File: src/rtl/serial_adder_if.sv
// Handshake/operand bundle between an operand master and the serial adder.
// Latency: none; this file only groups signals.
// Backpressure: master may raise start at any time; the adder ignores it while busy.
// Ports (master view): start, a, b, c_in out; busy, done, sum, c_out in.
interface serial_adder_if #(
  parameter int WIDTH = 8
);
  logic             start;
  logic [WIDTH-1:0] a;
  logic [WIDTH-1:0] b;
  logic             c_in;
  logic             busy;
  logic             done;
  logic [WIDTH-1:0] sum;
  logic             c_out;

  modport master (
    output start, a, b, c_in,
    input  busy, done, sum, c_out
  );

  modport slave (
    input  start, a, b, c_in,
    output busy, done, sum, c_out
  );
endinterface

File: src/rtl/serial_adder.sv
// Bit-serial LSB-first adder: {c_out,sum} = a + b + c_in using one full-adder stage.
// Latency: done pulses in the cycle after the WIDTH-th RUN edge following the start edge.
// Backpressure: start is ignored while busy; holding start during done chains the next add.
// Ports: clk, rst_n (async active-low), bus (serial_adder_if.slave: start/a/b/c_in in,
//        busy/done/sum/c_out out; sum and c_out hold until the next add completes).
module serial_adder #(
  parameter int WIDTH = 8
) (
  input logic           clk,
  input logic           rst_n,
  serial_adder_if.slave bus
);

  localparam int             CW       = (WIDTH > 1) ? $clog2(WIDTH) : 1;
  localparam logic [CW-1:0]  CNT_LAST = CW'(WIDTH - 1);

  typedef enum logic [1:0] {
    IDLE = 2'd0,
    RUN  = 2'd1,
    DONE = 2'd2
  } state_t;

  state_t           state_q, state_d;
  logic [WIDTH-1:0] a_q, a_d;
  logic [WIDTH-1:0] b_q, b_d;
  logic [WIDTH-1:0] res_q, res_d;
  logic [WIDTH-1:0] sum_q, sum_d;
  logic [CW-1:0]    cnt_q, cnt_d;
  logic             carry_q, carry_d;
  logic             c_out_q, c_out_d;
  logic             busy_q, busy_d;
  logic             done_q, done_d;

  // Full-adder stage and the result register after absorbing this cycle's bit.
  logic             bit_s;
  logic             carry_nxt;
  logic [WIDTH-1:0] res_shift;

  always_comb begin
    bit_s     = a_q[0] ^ b_q[0] ^ carry_q;
    carry_nxt = (carry_q & (a_q[0] ^ b_q[0])) | (a_q[0] & b_q[0]);
    // New bit enters at the MSB so that after WIDTH shifts bit 0 lands at the LSB.
    res_shift = (res_q >> 1) | (WIDTH'(bit_s) << (WIDTH - 1));

    state_d = state_q;
    a_d     = a_q;
    b_d     = b_q;
    res_d   = res_q;
    sum_d   = sum_q;
    cnt_d   = cnt_q;
    carry_d = carry_q;
    c_out_d = c_out_q;

    case (state_q)
      RUN: begin
        a_d     = a_q >> 1;
        b_d     = b_q >> 1;
        carry_d = carry_nxt;
        res_d   = res_shift;
        cnt_d   = cnt_q + CW'(1);
        if (cnt_q == CNT_LAST) begin
          // Publish the result only here, so sum/c_out stay stable through the next add.
          sum_d   = res_shift;
          c_out_d = carry_nxt;
          cnt_d   = '0;
          state_d = DONE;
        end
      end
      IDLE, DONE: begin
        if (bus.start) begin
          a_d     = bus.a;
          b_d     = bus.b;
          carry_d = bus.c_in;
          cnt_d   = '0;
          state_d = RUN;
        end else begin
          state_d = IDLE;
        end
      end
      default: state_d = IDLE;
    endcase

    busy_d = (state_d == RUN);
    done_d = (state_d == DONE);
  end

  always_ff @(posedge clk or negedge rst_n) begin
    if (!rst_n) begin
      state_q <= IDLE;
      a_q     <= '0;
      b_q     <= '0;
      res_q   <= '0;
      sum_q   <= '0;
      cnt_q   <= '0;
      carry_q <= 1'b0;
      c_out_q <= 1'b0;
      busy_q  <= 1'b0;
      done_q  <= 1'b0;
    end else begin
      state_q <= state_d;
      a_q     <= a_d;
      b_q     <= b_d;
      res_q   <= res_d;
      sum_q   <= sum_d;
      cnt_q   <= cnt_d;
      carry_q <= carry_d;
      c_out_q <= c_out_d;
      busy_q  <= busy_d;
      done_q  <= done_d;
    end
  end

  assign bus.busy  = busy_q;
  assign bus.done  = done_q;
  assign bus.sum   = sum_q;
  assign bus.c_out = c_out_q;

endmodule

File: src/flat_wrapper.sv
// flat-port wrapper written by rule: the top's interface ports become plain ports
module serial_adder_flat 
#(
  parameter int WIDTH = 8
)
  (clk, rst_n, bus_start, bus_a, bus_b, bus_c_in, bus_busy, bus_done, bus_sum, bus_c_out);
  serial_adder_if #(.WIDTH(WIDTH)) bus_i ();
  input logic clk;
  input logic rst_n;
  input wire logic [$bits(bus_i.start)-1:0] bus_start;
  input wire logic [$bits(bus_i.a)-1:0] bus_a;
  input wire logic [$bits(bus_i.b)-1:0] bus_b;
  input wire logic [$bits(bus_i.c_in)-1:0] bus_c_in;
  output wire logic [$bits(bus_i.busy)-1:0] bus_busy;
  output wire logic [$bits(bus_i.done)-1:0] bus_done;
  output wire logic [$bits(bus_i.sum)-1:0] bus_sum;
  output wire logic [$bits(bus_i.c_out)-1:0] bus_c_out;
  assign bus_i.start = bus_start;
  assign bus_i.a = bus_a;
  assign bus_i.b = bus_b;
  assign bus_i.c_in = bus_c_in;
  assign bus_busy = bus_i.busy;
  assign bus_done = bus_i.done;
  assign bus_sum = bus_i.sum;
  assign bus_c_out = bus_i.c_out;
  serial_adder #(.WIDTH(WIDTH)) u_core (.clk(clk), .rst_n(rst_n), .bus(bus_i));
endmodule
File: config.mk
export PLATFORM = sky130hd
export DESIGN_NAME = serial_adder_flat
export DESIGN_NICKNAME = d
export VERILOG_FILES = /design/src/rtl/serial_adder_if.sv /design/src/rtl/serial_adder.sv /design/src/flat_wrapper.sv
export SDC_FILE = /design/constraint.sdc
export NUM_CORES = 1
export LEC_CHECK = 0
export ABC_CLOCK_PERIOD_IN_PS = 2600
export CORE_AREA = 2 2 62 64
export DETAILED_ROUTE_END_ITERATION = 10
export DIE_AREA = 0 0 64 66
export GPL_ROUTABILITY_DRIVEN = 0
export PLACE_DENSITY = 0.82
export SLEW_MARGIN = 20
export SYNTH_ARGS = -nofsm -noshare
export SYNTH_HDL_FRONTEND = slang
export SYNTH_SLANG_ARGS = --single-unit
File: constraint.sdc
create_clock -name clk -period 2.6 [get_ports clk]
set_input_delay 0.52 -clock clk [delete_from_list [all_inputs] [get_ports clk]]
set_output_delay 0.52 -clock clk [all_outputs]
set_load 0.1 [all_outputs]
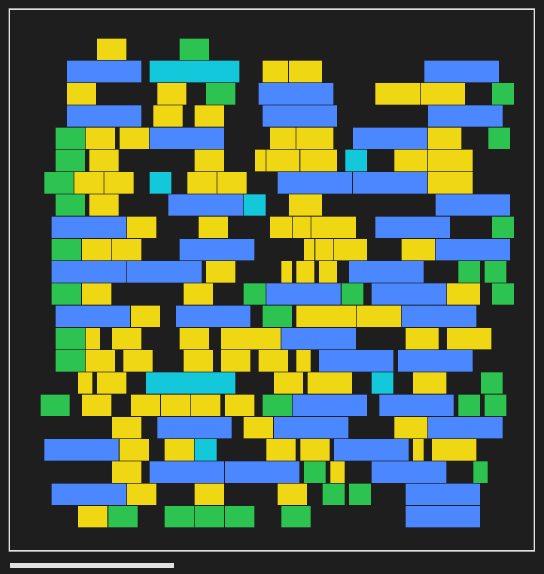
run_1/cell_classes.png
The bar under the picture is 20 µm long.
[clock drivers and dummy loads] cyan | cells: 7
[other buffers and delay cells] green | cells: 33
[all other logic] yellow | cells: 86
[flip-flops] blue | cells: 40

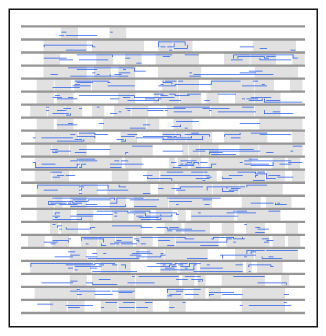
run_1/met1.png
Supply wires on this layer in gray. Cells faint in the background.
share of all routed wire: 40%
longest straight run: 19.8 µm
wire length on this layer: 1350 µm
nets with wire on the layer: 163
main direction: horizontal
WL final: 3350 µm
vias post-DR: 1172
met1 global-route usage: 21.2%

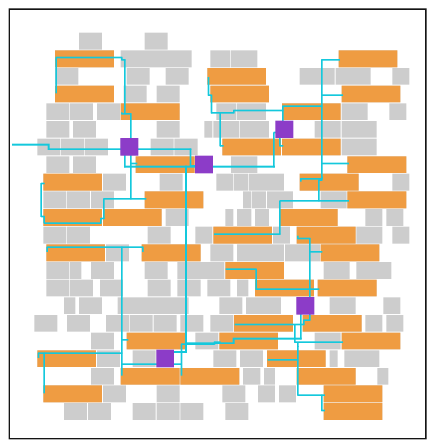
run_1/clock_map.png
[cells driving clock nets] purple | count: 5
[clock wires] cyan | length: 440 µm
[flip-flops] orange | count: 40
routed clock nets: 6
flops lie: all over the die

==> Changelog: implementation, run 1 <==
### Changed

- Status: finished, final reports clean
- Leak Pwr: 1.14 nW
- Req. time, crit path: 2.85 ns
- H-tree levels: 2
- Critical path peak fanout: 12
- Top Layout Cells: mux2i_1, dfrtp_1, clkdlybuf4s50_1
- Synth Area in Compound Gates: 3.21%
- Cells in synth_stat.txt: 135
- Antenna-violating nets left: 0
- Max cap viols: 0
- RR Endpoint: u_core.cnt_q[2]
- First-pass GRT wire length: 5930 µm
- Clock root cell: clkbuf_4
- Wire per inst: 15.6 µm
- Most numerous logic cell after layout: mux2i_1
- DRC viols: 0
- CTS tree: built
- Gr usage total: 18.7%
- I/O Pins: 31
- Final Hold Fails: 0
- Post-synth top cells: mux2i_1, dfrtp_1, mux2_1
- Die x size: 64 µm
- Grt ovf: 0
- Die area: 0.00422 mm²
- Post-Syn Instances: 135
- Final Cycle Share: 64.6%
- Worst setup path end: u_core.cnt_q[2]
- Synth area leaders: dfrtp_1, mux2i_1, mux2_4
- Xor/xnor share: 0%
- Worst-path clk slew: 0.12 ns
- Top FF cell, synth: dfrtp_1
- Min Tclk post-route: 1.68 ns
- First drt pass iteration count: 2
- Cts repair resizes: 0
- Cell area power density: 1360 mW/mm²
- Setup Buffers After CTS: 0
- Post-synthesis cell area: 0.00195 mm²
==> run 1: final cells by class <==
cell class              count  area, µm²
repair buffers             33        290
multi-input cells          83        868
clock buffers               5       37.5
clock inverters             2       60.1
well taps                  48       60.1
fillers                   287       1220
inverters                   3       11.3
flip-flops and latches     40       1000
==> run 1: how the worst min path moves through the flow <==
stage | end | cells after the start | startpoint
final | u_core.state_q[0] | 1 | rst_n
after global routing | u_core.state_q[0] | 1 | rst_n
after CTS | u_core.bus.sum[2] | 1 | rst_n
after detailed placement | u_core.bus.sum[6] | 1 | u_core.bus.sum[6]
after global placement | u_core.res_q[1] | 1 | u_core.res_q[1]
after floorplan | u_core.a_q[0] | 0 | rst_n
==> run 1: worst max-delay path, cell delays in order (launching register included) <==
cell	delay [ns]
dfrtp_1	0.70
buf_4	0.33
mux2_1	0.34
a22o_1	0.22
==> run 1: state kept, by name (all words and copies together) (netlist names) <==
register and count:
u_core.cnt_q 3, u_core.a_q 8, u_core.bus.c_out 1, u_core.bus.busy 1
u_core.res_q 7, u_core.carry_q 1, u_core.bus.sum 8, u_core.state_q 2
u_core.b_q 8, u_core.bus.done 1
==> run 1: per-layer routing <==
layer  routed length [µm]  part of all wire (%)  track usage, %
met3                  161                   4.8            6.13
met4                   27                  0.81            4.08
met2                 1810                    54            34.2
met5                    0                     0               0
met1                 1350                    40            21.2
==> run 1: through the flow <==
stage	power [mW]	instances	instance area [µm²]
2_1_floorplan	2.38	135	1950
3_3_place_gp	2.64	207	2230
3_5_place_dp	2.71	207	2230
4_1_cts	3.21	214	2330
5_1_grt	3.37	214	2330
6_report	3.17	214	2330
==> run 1: where the power goes <==
group | total (mW) | internal (mW) | switching [mW]
combinational | 1.52 | 0.588 | 0.933
sequential | 1.16 | 0.908 | 0.252
clock | 0.491 | 0.294 | 0.196
==> run 1 -> run 2 <==
ABC_CLOCK_PERIOD_IN_PS = 1600   (was 2600)
CORE_AREA = 2 2 64 66   (was 2 2 62 64)
DIE_AREA = 0 0 66 68   (was 0 0 64 66)
PLACE_DENSITY = 0.77   (was 0.82)
clock period = 1.6 ns   (was 2.6 ns; I/O delays follow)
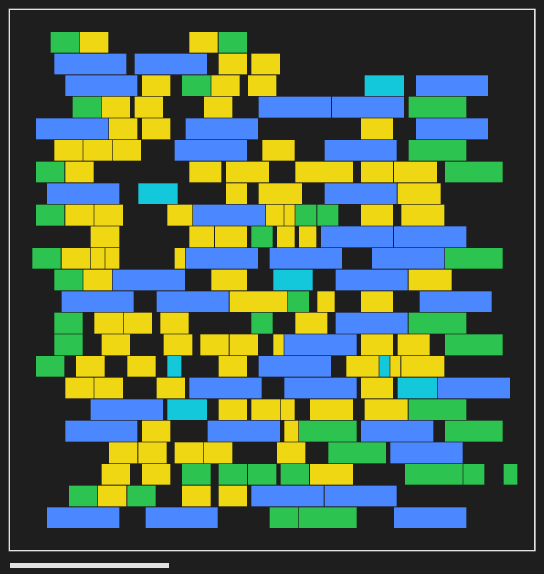
run_2/cell_classes.png
The bar under the picture is 20 µm long.
[all other logic] yellow | cells: 87
[flip-flops] blue | cells: 40
[other buffers and delay cells] green | cells: 37
[clock drivers and dummy loads] cyan | cells: 7

==> Changelog: implementation, run 2 <==
### Changed

- YS chip area: 0.00195 mm²
- Comb group: 2.90 mW (+91%)
- Post-synth top cells: mux2i_1, dfrtp_1, mux2_1
- Top Layout Cells: mux2i_1, dfrtp_1, clkdlybuf4s50_1
- Wire per inst: 15.4 µm (-1.7%)
- CTS max path bufs: 2
- Vias post-DR: 1180 (+0.68%)
- I/O Pins: 31 (unchanged)
- Critical path peak fanout: 4 (-8)
- Slowest stage delay, CP: 0.41 ns (-0.29 ns)
- Leak Pwr: 1.20 nW (+5.2%)
- P&R area growth vs syn: 28.4%
- Layout Cells excl Fill: 221 (+3.3%)
- Die area: 0.00449 mm² (+6.3%)
- DRC viols: 0 (unchanged)
- Cell area power density: 2170 mW/mm² (+59%)
- H-tree levels: 2 (unchanged)
- Crit path max-delay cell type: dfrtp_1
- First-pass GRT wire length: 5690 µm (-4.1%)
- Req. time, crit path: 1.79 ns (-1.06 ns)
- Die x size: 66 µm (+3.1%)
- Internal: 3.10 mW (+73%)
- Logic gate share of total power: 53.4% (+5.5 points)
- Worst-path clk slew: 0.07 ns (-0.05 ns)
- Top FF cell, synth: dfrtp_1
- Psw: 2.34 mW (+70%)
- Critical path cell sequence: ha_1, ha_2, mux2_1, a22o_1
- Post-synthesis cell area: 0.00195 mm² (unchanged)
- Cell family with most CP delay: adder cells
- Placed cells: 212 (+2.4%)
- WL final: 3400 µm (+1.5%)
- First drt pass iteration count: 4 (+2)
- Slew @ Worst Pin: 0.505 ns
- Gr usage total: 17.6% (-1.2 points)
- Final Hold Fails: 0 (unchanged)
- Most numerous logic cell after layout: mux2i_1
- Switch share: 43.1% (-0.47 points)
- Cells in synth_stat.txt: 135 (unchanged)
- Final Cycle Share: 93.5% (+29 points)
- Max cap viols: 0 (unchanged)
- Clock root cell: clkbuf_8
- Status: finished, final reports clean
- Post-Syn Instances: 135 (unchanged)
- Sequential power share: 35.0% (-1.6 points)
- CTS tree: built
- Area after DPL: 0.00241 mm² (+7.9%)
- Min Tclk post-route: 1.50 ns (-0.183 ns)
- Synth area leaders: dfrtp_1, mux2i_1, mux2_4
- Biggest consumer: combinational logic
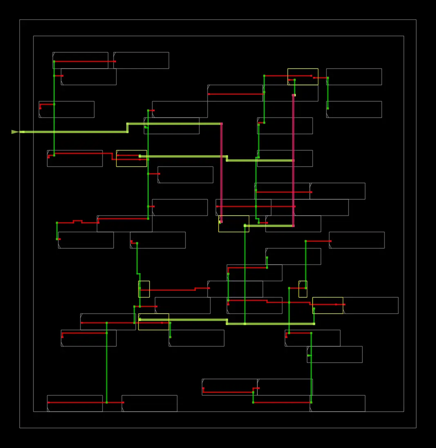
run_2/final_clocks.png
CTS Sinks: 40
clock network power: 0.629 mW
flop count: 40
clock buffers: 6
clk_lat worst skew: 0.30 ns

-- run 2: through the flow --
step / power (mW) / hold WS (ns)
2_1_floorplan: 3.87 / 0.0244
3_3_place_gp: 4.69 / 0.394
5_1_grt: 5.76 / 0.100
4_1_cts: 5.48 / 0.0944
3_5_place_dp: 4.84 / 0.415
6_report: 5.44 / 0.0719
-- run 2: cell type report --
cell class	instances	area (µm²)
fillers	303	1350
well taps	50	62.6
flip-flops and latches	40	1000
repair buffers	37	470
clock buffers	6	72.6
inverters	3	11.3
multi-input cells	84	882
clock inverters	1	5.00
-- run 2: path summary, 6_finish.rpt --
path | startpoint | endpoint | depth (start not counted)
min in group clk | u_core.res_q[1] | u_core.res_q[1] | 1
worst min register to register | u_core.res_q[1] | u_core.res_q[1] | 1
worst max-delay path | u_core.cnt_q[0] | u_core.cnt_q[2] | 4
max in group asynchronous | rst_n | u_core.bus.sum[1] | 2
worst min-delay path | rst_n | u_core.bus.sum[4] | 2
worst max register to register | u_core.cnt_q[0] | u_core.cnt_q[2] | 4
-- run 2: cells by family after synthesis --
logic type / after synthesis / share of synthesized area, %
multiplexers: 65 / 36.0
AND-OR/OR-AND: 8 / 3.21
flip-flops: 40 / 51.3
adder cells (fa/ha/maj): 3 / 2.31
buffers and inverters: 12 / 4.17
AND/OR/NAND/NOR: 7 / 2.95
-- run 2: metal layers --
metal	up-vias	part of all wire, %	track usage, %
met3	5	6.1	7.73
met1	589	42	20.0
met5	-	0	0
li1	560	-	-
met2	26	51	29.3
met4	0	1.1	6.89
-- run 2: repair_timing --
action                                  4_1_cts  5_1_grt
setup buffers                                 0        1
resized                                       0        1
hold buffers                                  0        0
endpoints found under the setup margin        0        1
Power is estimated from default activity; no workload was simulated.
